Figure 1. Sequential cells colored by netlist name.
Bar = 20 um. Other sequential cells in the stronger gray, the rest of the logic in the fainter gray.
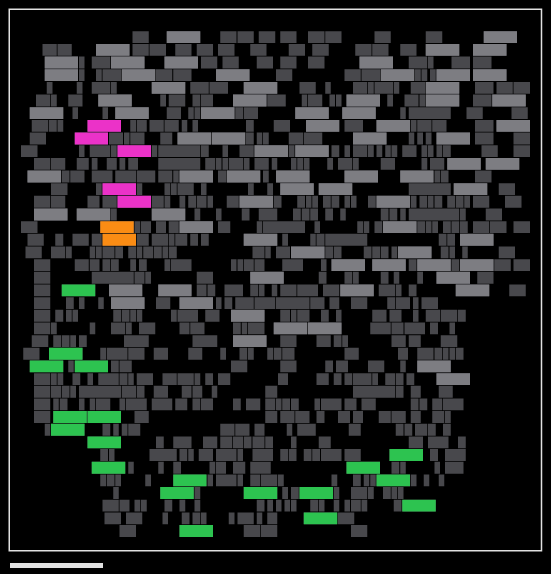
Figure 2. Routed metal, one color a layer.
Bar = 20 um. Only two layers are drawn.
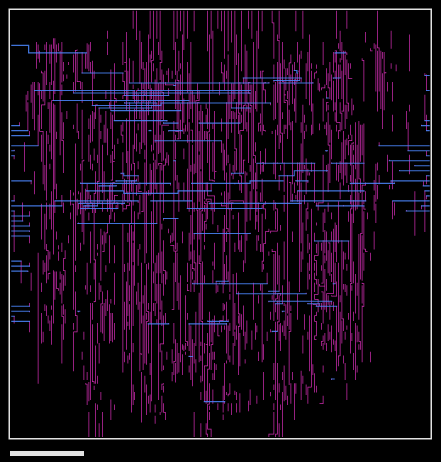
Figure 3. Placed cells, one color a class.
Fill, decap, tap and diode cells in gray.
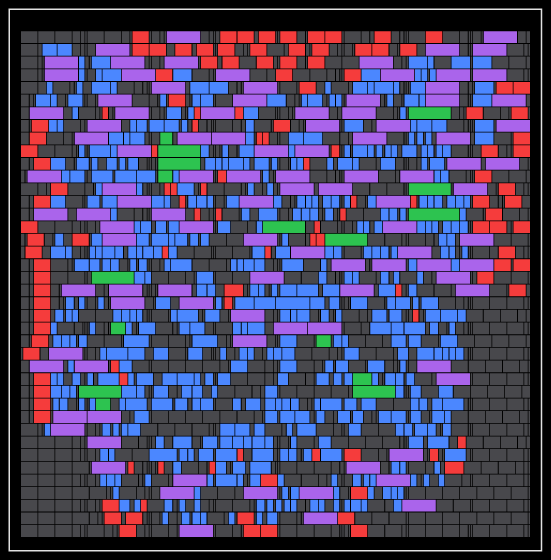
Figure 4. Routed clock nets over the placement.
Bar = 20 um.
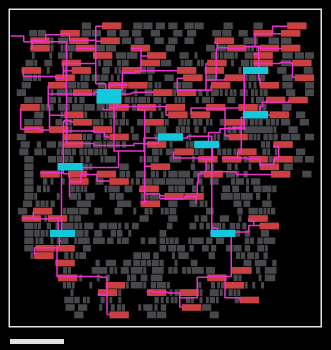
## config.mk

```make
export PLATFORM = sky130hd
export DESIGN_NAME = div_sequencer_flat
export DESIGN_NICKNAME = d
export VERILOG_FILES = /design/src/rtl/div_sequencer_if.sv /design/src/rtl/div_sequencer.sv /design/src/flat_wrapper.sv
export SDC_FILE = /design/constraint.sdc
export NUM_CORES = 1
export LEC_CHECK = 0
export CAP_MARGIN = 0
export CORE_AREA = 2 2 112 114
export CTS_BUF_LIST = sky130_fd_sc_hd__clkbuf_4 sky130_fd_sc_hd__clkbuf_8 sky130_fd_sc_hd__clkbuf_16
export DETAILED_ROUTE_END_ITERATION = 8
export DIE_AREA = 0 0 114 116
export GPL_TIMING_DRIVEN = 0
export PLACE_DENSITY = 0.68
export SLEW_MARGIN = 20
export SYNTH_ARGS = -nofsm -noshare
export SYNTH_HDL_FRONTEND = slang
export SYNTH_SLANG_ARGS = --single-unit
```

## constraint.sdc

```tcl
create_clock -name clk -period 6.4 [get_ports clk]
set_clock_uncertainty 0.05 [all_clocks]
set_input_delay 1.28 -clock clk [delete_from_list [all_inputs] [get_ports clk]]
set_output_delay 1.28 -clock clk [all_outputs]
set_load 0.01 [all_outputs]
```

## src/rtl/div_sequencer_if.sv

```systemverilog
// Execute-stage divide handshake: EX operands and control in, stall and results out.
interface div_sequencer_if #(
  parameter int WIDTH = 19
);
  logic             ValidE;
  logic [2:0]       ALUControlE;
  logic             FlushE;
  logic [WIDTH-1:0] SrcAE;
  logic [WIDTH-1:0] SrcBE;
  logic             StallDiv;
  logic             DivDone;
  logic [WIDTH-1:0] QuotE;
  logic [WIDTH-1:0] RemE;
  logic             DivByZero;

  modport master (
    output ValidE, ALUControlE, FlushE, SrcAE, SrcBE,
    input  StallDiv, DivDone, QuotE, RemE, DivByZero
  );

  modport slave (
    input  ValidE, ALUControlE, FlushE, SrcAE, SrcBE,
    output StallDiv, DivDone, QuotE, RemE, DivByZero
  );
endinterface

```

## src/rtl/div_sequencer.sv

```systemverilog
// Multi-cycle restoring divider for the EX stage; stalls the front of the pipe
// while iterating one quotient bit per cycle.
//
// state | meaning
// IDLE  | waiting for a live, unflushed divide in EX
// BUSY  | shift-subtract iterations, pipeline frozen
// DONE  | results valid, DivDone pulses, pipeline advances
module div_sequencer #(
  parameter int         WIDTH  = 19,
  parameter logic [2:0] DIV_OP = 3'b011,
  parameter int         CNT_W  = 5
) (
  input  logic             clk,
  input  logic             reset,
  div_sequencer_if.slave   bus
);

  typedef enum logic [1:0] {IDLE, BUSY, DONE} stateT;

  stateT            state;
  stateT            stateNext;
  logic [WIDTH-1:0] remReg;
  logic [WIDTH-1:0] quoReg;
  logic [WIDTH-1:0] divReg;
  logic [CNT_W-1:0] cnt;
  logic [WIDTH-1:0] quotOut;
  logic [WIDTH-1:0] remOut;
  logic             dbzOut;

  logic             start;
  logic             divZero;
  logic             lastIter;
  logic [WIDTH:0]   remShift;
  logic [WIDTH:0]   remDiff;
  logic             remGe;
  logic [WIDTH-1:0] remStep;
  logic [WIDTH-1:0] quoStep;

  always_comb begin
    stateNext = state;
    start     = bus.ValidE && (bus.ALUControlE == DIV_OP) && !bus.FlushE && (state == IDLE);
    divZero   = (bus.SrcBE == '0);
    lastIter  = (cnt == CNT_W'(WIDTH - 1));
    // Partial remainder is one bit wider than the divisor after the shift.
    remShift  = {remReg, quoReg[WIDTH-1]};
    remGe     = (remShift >= {1'b0, divReg});
    remDiff   = remShift - {1'b0, divReg};
    remStep   = remGe ? remDiff[WIDTH-1:0] : remShift[WIDTH-1:0];
    quoStep   = {quoReg[WIDTH-2:0], remGe};

    case (state)
      IDLE: begin
        if (start) begin
          stateNext = divZero ? DONE : BUSY;
        end
      end
      BUSY: begin
        if (bus.FlushE) begin
          stateNext = IDLE;
        end else if (lastIter) begin
          stateNext = DONE;
        end
      end
      DONE:    stateNext = IDLE;
      default: stateNext = IDLE;
    endcase
  end

  always_ff @(posedge clk) begin
    if (reset) begin
      state   <= IDLE;
      cnt     <= '0;
      remReg  <= '0;
      quoReg  <= '0;
      divReg  <= '0;
      quotOut <= '0;
      remOut  <= '0;
      dbzOut  <= 1'b0;
    end else begin
      state <= stateNext;
      case (state)
        IDLE: begin
          if (start) begin
            if (divZero) begin
              quotOut <= '1;
              remOut  <= bus.SrcAE;
              dbzOut  <= 1'b1;
            end else begin
              remReg <= '0;
              quoReg <= bus.SrcAE;
              divReg <= bus.SrcBE;
              cnt    <= '0;
            end
          end
        end
        BUSY: begin
          // A flush abandons the iteration and leaves the published results alone.
          if (!bus.FlushE) begin
            remReg <= remStep;
            quoReg <= quoStep;
            cnt    <= cnt + CNT_W'(1);
            if (lastIter) begin
              quotOut <= quoStep;
              remOut  <= remStep;
              dbzOut  <= 1'b0;
            end
          end
        end
        default: ;
      endcase
    end
  end

  assign bus.StallDiv  = start || ((state == BUSY) && !bus.FlushE);
  assign bus.DivDone   = (state == DONE);
  assign bus.QuotE     = quotOut;
  assign bus.RemE      = remOut;
  assign bus.DivByZero = dbzOut;

endmodule

```

## src/flat_wrapper.sv

```systemverilog
// flat-port wrapper written by rule: the top's interface ports become plain ports
module div_sequencer_flat 
#(
  parameter int         WIDTH  = 19,
  parameter logic [2:0] DIV_OP = 3'b011,
  parameter int         CNT_W  = 5
)
  (clk, reset, bus_ValidE, bus_ALUControlE, bus_FlushE, bus_SrcAE, bus_SrcBE, bus_StallDiv, bus_DivDone, bus_QuotE, bus_RemE, bus_DivByZero);
  div_sequencer_if #(.WIDTH(WIDTH)) bus_i ();
  input  logic clk;
  input  logic reset;
  input wire logic [$bits(bus_i.ValidE)-1:0] bus_ValidE;
  input wire logic [$bits(bus_i.ALUControlE)-1:0] bus_ALUControlE;
  input wire logic [$bits(bus_i.FlushE)-1:0] bus_FlushE;
  input wire logic [$bits(bus_i.SrcAE)-1:0] bus_SrcAE;
  input wire logic [$bits(bus_i.SrcBE)-1:0] bus_SrcBE;
  output wire logic [$bits(bus_i.StallDiv)-1:0] bus_StallDiv;
  output wire logic [$bits(bus_i.DivDone)-1:0] bus_DivDone;
  output wire logic [$bits(bus_i.QuotE)-1:0] bus_QuotE;
  output wire logic [$bits(bus_i.RemE)-1:0] bus_RemE;
  output wire logic [$bits(bus_i.DivByZero)-1:0] bus_DivByZero;
  assign bus_i.ValidE = bus_ValidE;
  assign bus_i.ALUControlE = bus_ALUControlE;
  assign bus_i.FlushE = bus_FlushE;
  assign bus_i.SrcAE = bus_SrcAE;
  assign bus_i.SrcBE = bus_SrcBE;
  assign bus_StallDiv = bus_i.StallDiv;
  assign bus_DivDone = bus_i.DivDone;
  assign bus_QuotE = bus_i.QuotE;
  assign bus_RemE = bus_i.RemE;
  assign bus_DivByZero = bus_i.DivByZero;
  div_sequencer #(.WIDTH(WIDTH), .DIV_OP(DIV_OP), .CNT_W(CNT_W)) u_core (.clk(clk), .reset(reset), .bus(bus_i));
endmodule
```

==> impl.org <==
#+TITLE: Flow metrics

** Global route
- The number of antenna violations at the first check in global routing came to 0.
- For this run the aggregate overflow at the end of global routing stands at 0.
- The first global-routing pass estimated 25,600 um of wire.

** Detailed routing
- Total iterations of the first detailed-routing run :: 5
- Per the detail_route log, met2 wirelength is 7460 um.
- Antenna-violating nets left :: 0
- Post-detailed-route wirelength per cell :: 18.1 um
- Detailed-routed wire length on met3 :: 1050 um
- For this block, wires on met1 add up to 7330 um.
- The script parses the final routing iteration and logs DRC violations as 0.

** Floorplanning
- Die area :: 13,200 um2
- Die W :: 114 um
- Cell Rows :: 40
- Die Y-Extent :: 116 um

** Worst setup path
- Per the timing report, the most critical flop-to-flop path originates at u_core.quoReg[18]$_SDFFE_PP0P_.
- Critical Path RT :: 5.07 ns
- In this run the critical register-to-register path is captured at u_core.bus.RemE[11]$_SDFFE_PP0P_.
- Crit path DAT :: 3.28 ns
- The setup check on the worst reg-to-reg path leaves a slack of 3.42 ns.
- Nature of the critical path endpoint :: primary output
- The critical path is of the input pin to primary output type.

** Synth
- Post-synth EDFFs :: 0
- Post-synth net total :: 704
- Most common cell in the synthesized netlist :: sky130_fd_sc_hd__nand2_1
- Flip-flop and latch count after synthesis :: 103
- Share of the yosys chip area belonging to registers :: 39.0%
- Total of warnings raised by yosys :: 0
- Yosys Instances :: 637
- Top cells by area :: sky130_fd_sc_hd__dfxtp_1 39%, sky130_fd_sc_hd__nand2_1 7.4%, sky130_fd_sc_hd__a21oi_1 5.2%, sky130_fd_sc_hd__ha_1 5.0%, sky130_fd_sc_hd__o21ai_0 4.2%
- Summed standard-cell area reported by yosys :: 5290 um2
- Before any placement, the netlist area is recorded as 5290 um2.
- Synthesis produced a netlist whose cell count is 637.

** Clock tree
- Looking at the worst setup and hold paths, the clock pins of their registers show a slew of 0.07 ns.
- Post-CTS repair ended up resizing 0 cells.
- CTS placed an instance of sky130_fd_sc_hd__clkbuf_16 at the clock tree root.
- Post-CTS setup buffer count :: 0
- Counting every sink on the clock net gives 103.
- Htree depth :: 3

** Flow run
- The number of warnings reported in the stage logs is 27.
- Number of max-cap violations :: 0

** Placed design
- Detailed placement finished with a half-perimeter wire length of 12,500 um.
- GPL Wtd Cong :: 0.935
- Number of input and output port buffers inserted :: 85

** Final layout
- P&R area growth vs syn :: 25.5%
- Per the layout area report, the register area comes to 2060 um2.
- Highest-count cells in the layout ignoring fill and taps :: 104 x sky130_fd_sc_hd__nand2_1, 103 x sky130_fd_sc_hd__dfxtp_1, 85 x sky130_fd_sc_hd__clkdlybuf4s50_1
- For this run, the script counts the antenna cells in the layout as 0.
- The count of cells in the finished layout, fillers not included, comes to 885.
- Area of combinational cells with multiple inputs :: 2960 um2
- Nets :: 800

** STA
- Subtracting the final worst setup slack from the clock period gives 4.61 ns.
- Summed over all failing endpoints, the final setup total negative slack is 0 ns.
- Final max-slew violation count :: 0
- Counting endpoints that fail hold in the final report gives 0.
- Highest achievable clock rate :: 0.217 GHz
- Final Setup Violations :: 0
- Unrepaired setup endpoints after global routing :: no

** Min path
- Worst min-delay path endpoint :: u_core.divReg[14]$_SDFFE_PP0P_
- Source of the worst hold timing path :: u_core.divReg[14]$_SDFFE_PP0P_
- Hold Crit Class :: flop to flop

** Outcome
- The run finished with clean final reports.

** Pwr
- For this design the ratio of total power to cell area is 211 nW/um2.
-- Figure 1 (at the start) --
| color | name in the netlist | placed flops |
|---|---|---|
| green | `u_core.divReg` | 19 |
| orange | `u_core.state` | 2 |
| magenta | `u_core.cnt` | 5 |
not colored: 77

-- Figure 2 (at the start) --
| color | layer | wire length |
|---|---|---|
| blue | metal 3 | 1,050 um |
| magenta | metal 2 | 7,460 um |
total via count in the routed design: 5,138
Total Routed Length: 16,000 um

-- Figure 3 (at the start) --
| color | class | cells | share of their area |
|---|---|---|---|
| purple | sequential cells | 103 | 32% |
| red | remaining buffers and delay cells | 124 | 16% |
| green | clock drivers and dummy loads | 16 | 4.8% |
| blue | combinational and other logic | 495 | 47% |

-- Figure 4 (at the start) --
[magenta] clock wires | length: 1,270 um
[red] flip-flops | count: 103
[cyan] clock drivers | count: 9
flops lie: spread over the die
routed clock nets: 10
clk ins delay skew pair: 0.35 ns
relative contribution of the clock network to total power: 41.1%
total clock network power: 0.000577 W

logic make-up (layout without fill, tap and decap cells):
family          after synthesis  count (layout)  share of synthesized area [%]
simple gates                216             216                           18.4
mux                          20              20                           3.90
flops                       103             103                           39.0
xor+xnor                     17              17                           2.81
buf+inv                      65             166                           5.13
compound gates              194             194                           25.4
fa+ha+maj                    22              22                           5.34
where the power goes:
part	switching [W]	total, W	internal [W]	leakage, nW
combinational	0.0000978	0.000174	0.0000763	1.53
sequential	0.00000538	0.000652	0.000647	0.831
clock	0.000261	0.000577	0.000315	0.153
worst max-delay path by stage:
| stage | start | slack (ns) | end |
|---|---|---|---|
| CTS | bus_FlushE | 1.87 | bus_StallDiv |
| detailed placement | bus_FlushE | 1.88 | bus_StallDiv |
| global route | bus_FlushE | 1.61 | bus_StallDiv |
| global placement | bus_FlushE | 1.86 | bus_StallDiv |
| floorplan | bus_FlushE | 3.22 | bus_StallDiv |
| finish | bus_FlushE | 1.79 | bus_StallDiv |
state kept, by name, indices dropped and copies added (netlist names):
| signal | cells |
|---|---|
| u_core.remReg | 19 |
| u_core.quoReg | 19 |
| u_core.bus.RemE | 19 |
| u_core.state | 2 |
| u_core.cnt | 5 |
| u_core.bus.QuotE | 19 |
| u_core.divReg | 19 |
| u_core.bus.DivByZero | 1 |
critical path, cell delays in order:
cell	delay [ns]
sky130_fd_sc_hd__clkdlybuf4s50_1	0.54
sky130_fd_sc_hd__nor3b_1	0.55
sky130_fd_sc_hd__a31oi_1	0.21
sky130_fd_sc_hd__inv_1	0.14
sky130_fd_sc_hd__clkdlybuf4s50_1	0.56
stage by stage:
| step | worst slack, ns | hold slack, ns | utilization (%) | power (W) | instance area (um2) |
|---|---|---|---|---|---|
| CTS | 1.87 | 0.406 | 55.7 | 0.00140 | 6640 |
| global route | 1.61 | 0.425 | 55.8 | 0.00145 | 6640 |
| finish | 1.79 | 0.405 | 55.8 | 0.00140 | 6640 |
| global placement | 1.86 | 0.396 | 53.1 | 0.000836 | 6330 |
| floorplan | 3.22 | 0.386 | - | 0.000768 | 5290 |
| detailed placement | 1.88 | 0.397 | 53.1 | 0.000838 | 6330 |
per-layer routing:
| metal | vias to the layer above | GRT usage (%) |
|---|---|---|
| met5 | - | 0 |
| met4 | 0 | 6.59 |
| met3 | 20 | 4.39 |
| met2 | 188 | 41.1 |
| met1 | 2428 | 33.2 |
| li1 | 2502 | - |
cell type report:
cell class                 instances  area share (%)
buffer                            39            2.62
clock buffer                      10            3.50
sequential                       103            31.0
timing repair buffer              85            12.8
inverter                          26            1.47
multi-input combinational        469            44.6
clock inverter                     6            1.15
tap                              147            2.77
Power figures rest on the tool's default switching activity, not on a simulated workload.
